Design ecc_scrubber, sky130hd; sources not shown.
**Run 1: pin placement**

Scale: 4 px per um. Pins as bars across the die edge, other pins in grey.
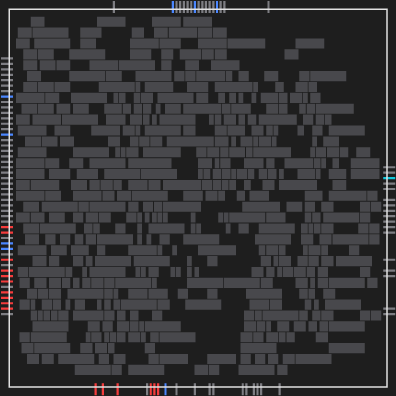
| colour | port | pins | direction | edge |
|---|---|---|---|---|
| cyan | host_req_i | 1 | input | right |
| blue | scrub_addr_o | 8 | output | 4 left, 3 top, 1 bottom |
| red | sbe_count_o | 16 | output | 10 left, 6 bottom |
all pins by edge: 48 left, 18 bottom, 17 right, 17 top
width of the die: 94.1 um
vertical extent of the die: 94.1 um
PortBufs: 99

**Run 1: met2 routing**

Scale: 4 px per um. Cells faint in the background.
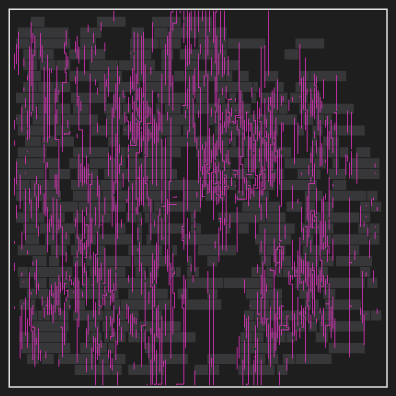
main direction: vertical
share of all routed wire: 48%
Routed WL: 9.33 mm
met2 track utilization from global routing: 0.364
vias: 3,190

**Run 1: M3 wires**

Scale: 4 px per um. Cells faint in the background.
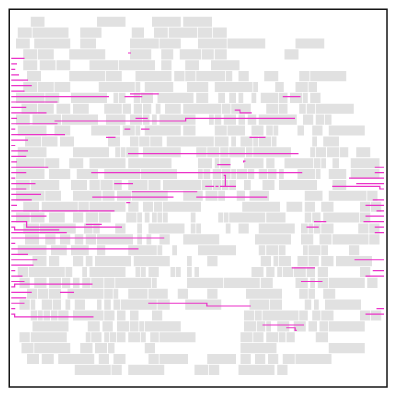
nets with wire on the layer: 87
share of all routed wire: 8.2%
met3 layer usage reported by global route: 0.0647

**Run 1: routed metal per tile**

Scale: 4 px per um. The die is cut into 19 by 19 equal tiles; dark blue is low, red is high, scaled to the fullest tile. Values are wire area over tile area, all layers added.
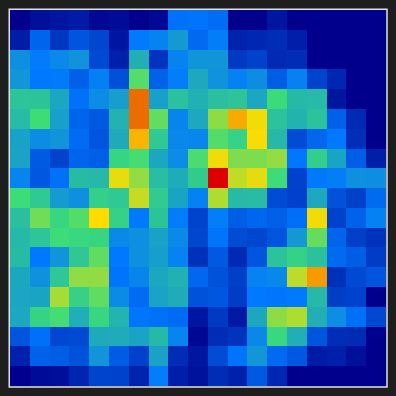
mean over tiles: 0.17
nearly empty tiles: 9.7%
fullest tile: 0.62
tiles over half the peak: 11%
emptiest ninth of the die: upper right
post-detailed-route wirelength per cell: 16.2 um
GR Util All Layers: 0.229

==> impl_metrics.csv, run 1 <==
group,metric,value,unit
run_status,result_of_the_run,"complete, no violations",
layout,logic_gates,259,
power,power_switching_share,0.476,
worst_hold_path,min_delay_path_depth,2,
global_routing,first_pass_grt_wire_length,15.6,mm
setup_path,criticalPathCategory,"input port to output port",
synth,yosysMostFrequentCell,"sky130_fd_sc_hd__dfrtp_1",
cts,clock-root-buffer,"sky130_fd_sc_hd__clkbuf_8",
setup_path,critical_path.max_stage_delay,0.49,ns
cts,source_to_sink_clock_delay_at_the_later_pin_of_the_worst_skew_pair,0.35,ns
drt,detail_route.vias_per_cell,5.53,
cts,cts-htree-levels,3,
die,die_area,0.00885,mm^2
drt,first_pass_iters,4,
timing,timing.final.ws_setup,0.00268,ns
global_routing,grt_remaining_overflow,0,
setup_path,worst-path-stages,3,
synth,top_cell_area_share,0.409,
setup_path,cp_max_fo,2,
setup_path,critical_path_buf_inv_count,2,
worst_hold_path,hold_class,"flip-flop to flip-flop",
power,power.switching,2.56,mW
setup_path,timing.reg2reg.worst_path_depth,6,
place,post-dp-hpwl,6.68,mm
layout,layout-drive-gt1-share,0.331,
power,clockPowerShare,0.174,
layout,antenna_cells,0,
setup_path,critPathRequiredTime,1.70,ns
global_routing,initial_antenna_violation_count,0,
drt,routedLengthMet1,3.99,mm
die,initial_core_util,0.454,
layout,area.sequential,0.00179,mm^2
die,floorplan.io_pins,100,
cts,post_cts_repair_setup_buffers,0,
synth,async_s_r_ff_share_synth,1.00,
synth,largest_area_cell,"sky130_fd_sc_hd__dfrtp_1",
timing,max_slew.worst_pin.slew,0.556,ns
timing,final_number_of_setup_violating_endpoints,0,
global_routing,first_global_vias,3130,
timing,timing.slew.headroom,0.626,
layout,layout.cells.most_common_list,"sky130_fd_sc_hd__dfrtp_1 (58), sky130_fd_sc_hd__buf_4 (58), sky130_fd_sc_hd__nand2_1 (44)",
power,power.share.combinational,0.515,
timing,final.min_clock_period,2.43,ns
cts,cts_tree,"yes",
die,fp.coreArea,0.00822,mm^2
layout,nets,503,
synth,top_logic_kind,"simple AND/OR/NAND/NOR gates",
drt,drt-initial-drc-count,176,
layout,logic_area,0.00186,mm^2
synth,yosys_cells,357,
setup_path,cpMaxStageDelayCell,"sky130_fd_sc_hd__clkdlybuf4s50_1",
die,placementRows,33,
job,max-cap-violations,0,
layout,layout.clock_buffers,10,
power,seqPwrFrac,0.311,
synth,synth_compound_gate_area_share,0.0936,
timing,skew,0.0113,ns
power,ir_drop,0.883,mV
place,post_dp_cell_area,0.00511,mm^2
setup_path,reg2reg_slack,0.35,ns
global_routing,top_usage_layer,"met2",
synth,yosys_area,0.00373,mm^2
synth,ys.warnings.count,0,
layout,finalInstanceArea,0.00533,mm^2
synth,synthTopCellsByCount,"sky130_fd_sc_hd__dfrtp_1 (61), sky130_fd_sc_hd__nand2_1 (44), sky130_fd_sc_hd__mux2_2 (27)",
drt,ant_nets,0,
cts,ctsHoldBuffers,0,
setup_path,cp_cell_instances,"clkdlybuf4s50_1 > mux2_4 > buf_12",
synth,mux_area_frac,0.0815,
layout,relative_area_of_non_clock_buffer_cells_in_the_final_design,0.248,
synth,synthSimpleGateAreaFrac,0.203,
cts,clock_sinks,71,
job,openroad.warnings,28,
timing,fmax,412,MHz
global_routing,met1_usage_grt,0.304,
timing,hold_viol,0,
setup_path,critPathArrivalTime,1.70,ns
synth,synth.area.top_cells,"sky130_fd_sc_hd__dfrtp_1 (41%), sky130_fd_sc_hd__mux2_2 (8.2%), sky130_fd_sc_hd__dfstp_2 (7.0%)",
synth,synth.cellmix.adderShare,0.0134,
setup_path,cp-start-kind,"input port",
synth,avgSynthCellArea,10.4,um^2
layout,area.growth.synth_to_final,43.0,%
layout,layout.non_clock_inverters,10,
power,internal-power,2.82,mW
layout,sh_seq_area,0.336,
layout,fillCellCount,655,
synth,number_of_flip_flops_and_latches_in_the_synthesized_netlist,71,
drt,remaining_drc_errors,0,
drt,met3_wire_len,768,um
timing,final_report_max_slew_violation_count,0,
synth,post_synth_xor_area_fraction,0.0963,
power,leakage_power,2.49,nW
cts,post_cts_resize_count,4,
power,p_per_area,1010,mW/mm^2
layout,comb_area_frac,0.348,
synth,synth-edff-count,0,
layout,ffs_latches,71,
synth,synthCells,357,
synth,synth_nets,392,
setup_path,endpoint_kind,"output port",
place,gp_congestion,0.848,
timing,unrepaired_setup_endpoints_after_global_routing,"true",
drt,dr_wl_met2,4.46,mm
synth,yosysSeqAreaShare,0.480,
synth,syn_area,0.00373,mm^2
die,num_tap_cells,105,
## run 1: power by group through the flow
stage | clock network (mW) | logic, mW | registers (mW)
floorplan | 0 | 1.23 | 2.35
detailed placement | 0 | 2.77 | 1.68
finish | 0.937 | 2.77 | 1.67
CTS | 0.948 | 2.78 | 1.67
global route | 1.01 | 2.91 | 1.71
global placement | 0 | 2.73 | 1.68
## run 1: through the flow
| step | utilization | hold slack (ns) | std cells | total power, mW |
|---|---|---|---|---|
| 6_report | 0.649 | 0.483 | 577 | 5.38 |
| 5_1_grt | 0.649 | 0.511 | 577 | 5.63 |
| 4_1_cts | 0.648 | 0.487 | 577 | 5.40 |
| 3_5_place_dp | 0.622 | 0.468 | 561 | 4.45 |
| 3_3_place_gp | 0.622 | 0.462 | 561 | 4.41 |
| 2_1_floorplan | - | 0.461 | 357 | 3.58 |
==> run 1 -> run 2 <==
Settings changed: CORE_ASPECT_RATIO set to 0.8, SKIP_CTS_REPAIR_TIMING set to 1.
**Run 2: M3 wires**

Scale: 4 px per um. Cells faint in the background.
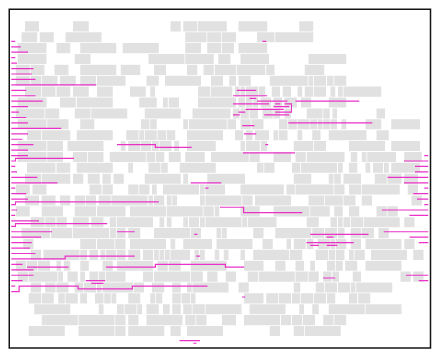
nets with wire on the layer: 93
longest straight run: 35.7 um
wire length on this layer: 689 um
main direction: horizontal
Routed WL: 9.26 mm
met3 layer usage reported by global route: 0.0629

**Run 2: routed metal per tile**

Scale: 4 px per um. The die is cut into 21 by 17 equal tiles; dark blue is low, red is high, scaled to the fullest tile. Values are wire area over tile area, all layers added.
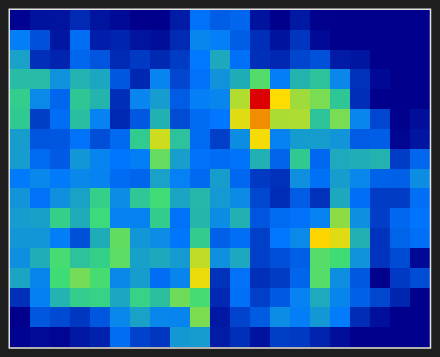
mean over tiles: 0.17
nearly empty tiles: 11%
tiles over half the peak: 9.0%
fullest tile: 0.68
emptiest ninth of the die: upper right
post-detailed-route wirelength per cell: 15.9 um
vias: 3,206
GR Util All Layers: 0.222

==> run 2 against run 1 <==
  * Fmax up 1.2%
  * Non-clock buffer count rose by 4
  * Design area is essentially flat
  * Clock power shrank 4.1%
  * Count of clock-buffer cells in the layout up 3
  * Die area about the same
  * Global-route usage down 0.74 points
  * Cell count up 1.0%
==> impl_metrics.csv, run 2 <==
group,metric,value,unit
synth,number_of_flip_flops_and_latches_in_the_synthesized_netlist,71,
place,post-dp-hpwl,7.01,mm
synth,syn_area,0.00373,mm^2
synth,async_s_r_ff_share_synth,1.00,
timing,final.min_clock_period,2.40,ns
power,power_switching_share,0.470,
setup_path,cpMaxStageDelayCell,"sky130_fd_sc_hd__or3_4",
timing,timing.slew.headroom,0.592,
timing,skew,0.0126,ns
drt,detail_route.vias_per_cell,5.50,
cts,cts-htree-levels,3,
timing,final_report_max_slew_violation_count,0,
timing,final_number_of_setup_violating_endpoints,0,
power,top_consumer,"combinational logic",
layout,layout.cells.most_common_list,"sky130_fd_sc_hd__buf_4 (64), sky130_fd_sc_hd__dfrtp_1 (58), sky130_fd_sc_hd__nand2_1 (44)",
setup_path,cp_top_family,"buffers and inverters",
synth,ys.warnings.count,0,
drt,routedLengthMet1,4.23,mm
timing,timing.setup.tns,0,ns
global_routing,initial_antenna_violation_count,0,
layout,layout.cells.most_common,"sky130_fd_sc_hd__buf_4",
setup_path,cp_cell_instances,"dlymetal6s2s_1 > inv_2 > nand2_1 > or3_4 > o21ai_2 > buf_12",
die,fp.dieH,84.3,um
synth,synthCells,357,
synth,ys_dominant_reg_cell,"sky130_fd_sc_hd__dfrtp_1",
layout,antenna_cells,0,
power,seqPwrFrac,0.313,
setup_path,worst-path-stages,6,
synth,top_cell_area_share,0.409,
global_routing,met1_usage_grt,0.293,
global_routing,grt.met2_usage,0.347,
setup_path,critPathRequiredTime,1.70,ns
global_routing,grt_remaining_overflow,0,
cts,cts_tree,"yes",
timing,holdWs,0.478,ns
drt,first_pass_iters,4,
synth,avgSynthCellArea,10.4,um^2
setup_path,critical_path_buf_inv_count,3,
setup_path,critPathArrivalTime,1.67,ns
synth,largest_area_cell,"sky130_fd_sc_hd__dfrtp_1",
layout,final_core_utilization,0.662,
synth,synth_nets,392,
place,port-buffer-count,99,
power,internal-power,2.83,mW
layout,nets,507,
place,post_dp_cell_area,0.00514,mm^2
power,power.clock.total,0.899,mW
synth,yosys_cells,357,
die,fp.coreArea,0.00806,mm^2
worst_hold_path,min_delay_path_depth,2,
power,power.switching,2.51,mW
synth,yosys_area,0.00373,mm^2
cts,cts_inserted_buffers,9,
timing,hold_viol,0,
power,power_sequential,1.67,mW
synth,yosysUniqueCellTypes,49,
drt,topRoutingLayerUsed,"met4",
layout,finalInstanceArea,0.00533,mm^2
job,openroad.warnings,28,
run_status,result_of_the_run,"complete, no violations",
cts,clock-root-buffer,"sky130_fd_sc_hd__clkbuf_8",
cts,source_to_sink_clock_delay_at_the_later_pin_of_the_worst_skew_pair,0.34,ns
setup_path,reg2reg_slack,0.32,ns
power,ir_drop,0.858,mV
power,power.share.combinational,0.518,
power,leakage_power,2.51,nW
layout,layout-drive-gt1-share,0.331,
worst_hold_path,hold_class,"flip-flop to flip-flop",
synth,yosysSeqAreaShare,0.480,
die,initial_core_util,0.463,
setup_path,criticalPathCategory,"input port to output port",
power,p_comb,2.77,mW
global_routing,top_usage_layer,"met2",
global_routing,first_global_vias,3216,
die,die_area,0.00885,mm^2
timing,layout_worst_path_cycle_share,0.987,
power,post-layout-total-power,5.34,mW
die,floorplan.io_pins,100,
global_routing,pin_count_of_the_biggest_net_entering_global_routing,26,
synth,synth-edff-count,0,
cts,clk_pin_slew_worst_paths,0.07,ns
place,gp_congestion,0.890,
synth,synthTopCellsByCount,"sky130_fd_sc_hd__dfrtp_1 (61), sky130_fd_sc_hd__nand2_1 (44), sky130_fd_sc_hd__mux2_2 (27)",
setup_path,cp_max_fo,2,
cts,clock_sinks,71,
drt,met3_wire_len,688,um
die,floorplan.die.width,105,um
synth,yosysMostFrequentCell,"sky130_fd_sc_hd__dfrtp_1",
power,clockPowerShare,0.168,
timing,max_slew.worst_pin.slew,0.606,ns
timing,fmax,417,MHz
setup_path,timing.reg2reg.worst_path_depth,6,
cts,cts_buffer_depth,2,
layout,fillCellCount,639,
drt,dr_wl_met2,4.21,mm
setup_path,critical_path.max_stage_delay,0.35,ns
synth,synth.area.top_cells,"sky130_fd_sc_hd__dfrtp_1 (41%), sky130_fd_sc_hd__mux2_2 (8.2%), sky130_fd_sc_hd__dfstp_2 (7.0%)",
global_routing,first_pass_grt_wire_length,15.5,mm
drt,remaining_drc_errors,0,
setup_path,endpoint_kind,"output port",
drt,drt-initial-drc-count,167,
layout,area.growth.synth_to_final,43.0,%
job,max-cap-violations,0,
power,p_per_area,1000,mW/mm^2
setup_path,cp-start-kind,"input port",
drt,ant_nets,0,
timing,unrepaired_setup_endpoints_after_global_routing,"true",
die,placementRows,29,
run 2: kinds of logic after synthesis:
family                     Yosys count  share of synthesized area
DFF                                 71                      0.480
and+or+nand+nor                    136                      0.203
muxes                               27                     0.0815
xor gates and xnor gates            41                     0.0963
AOI/OAI and AO/OA                   51                     0.0936
buffers and inverters               27                     0.0326
adders and majority gates            4                     0.0134
run 2: layout make-up:
class                   count  area [um^2]  area share
repair buffers            121         1330       0.249
clock inverters             1         30.0     0.00563
multi-input cells         259         1860       0.348
inverters                  10         41.3     0.00774
well taps                 108          135      0.0253
clock buffers              13          149      0.0279
flip-flops and latches     71         1790       0.336
run 2: metrics by stage:
stage,worst slack [ns],instances
floorplan,-0.0746,357
CTS,-0.355,583
global placement,-0.311,569
detailed placement,-0.339,569
finish,0.0314,583
global route,-0.0150,583
No activity file was given, so power comes from the tool's default toggle rates.
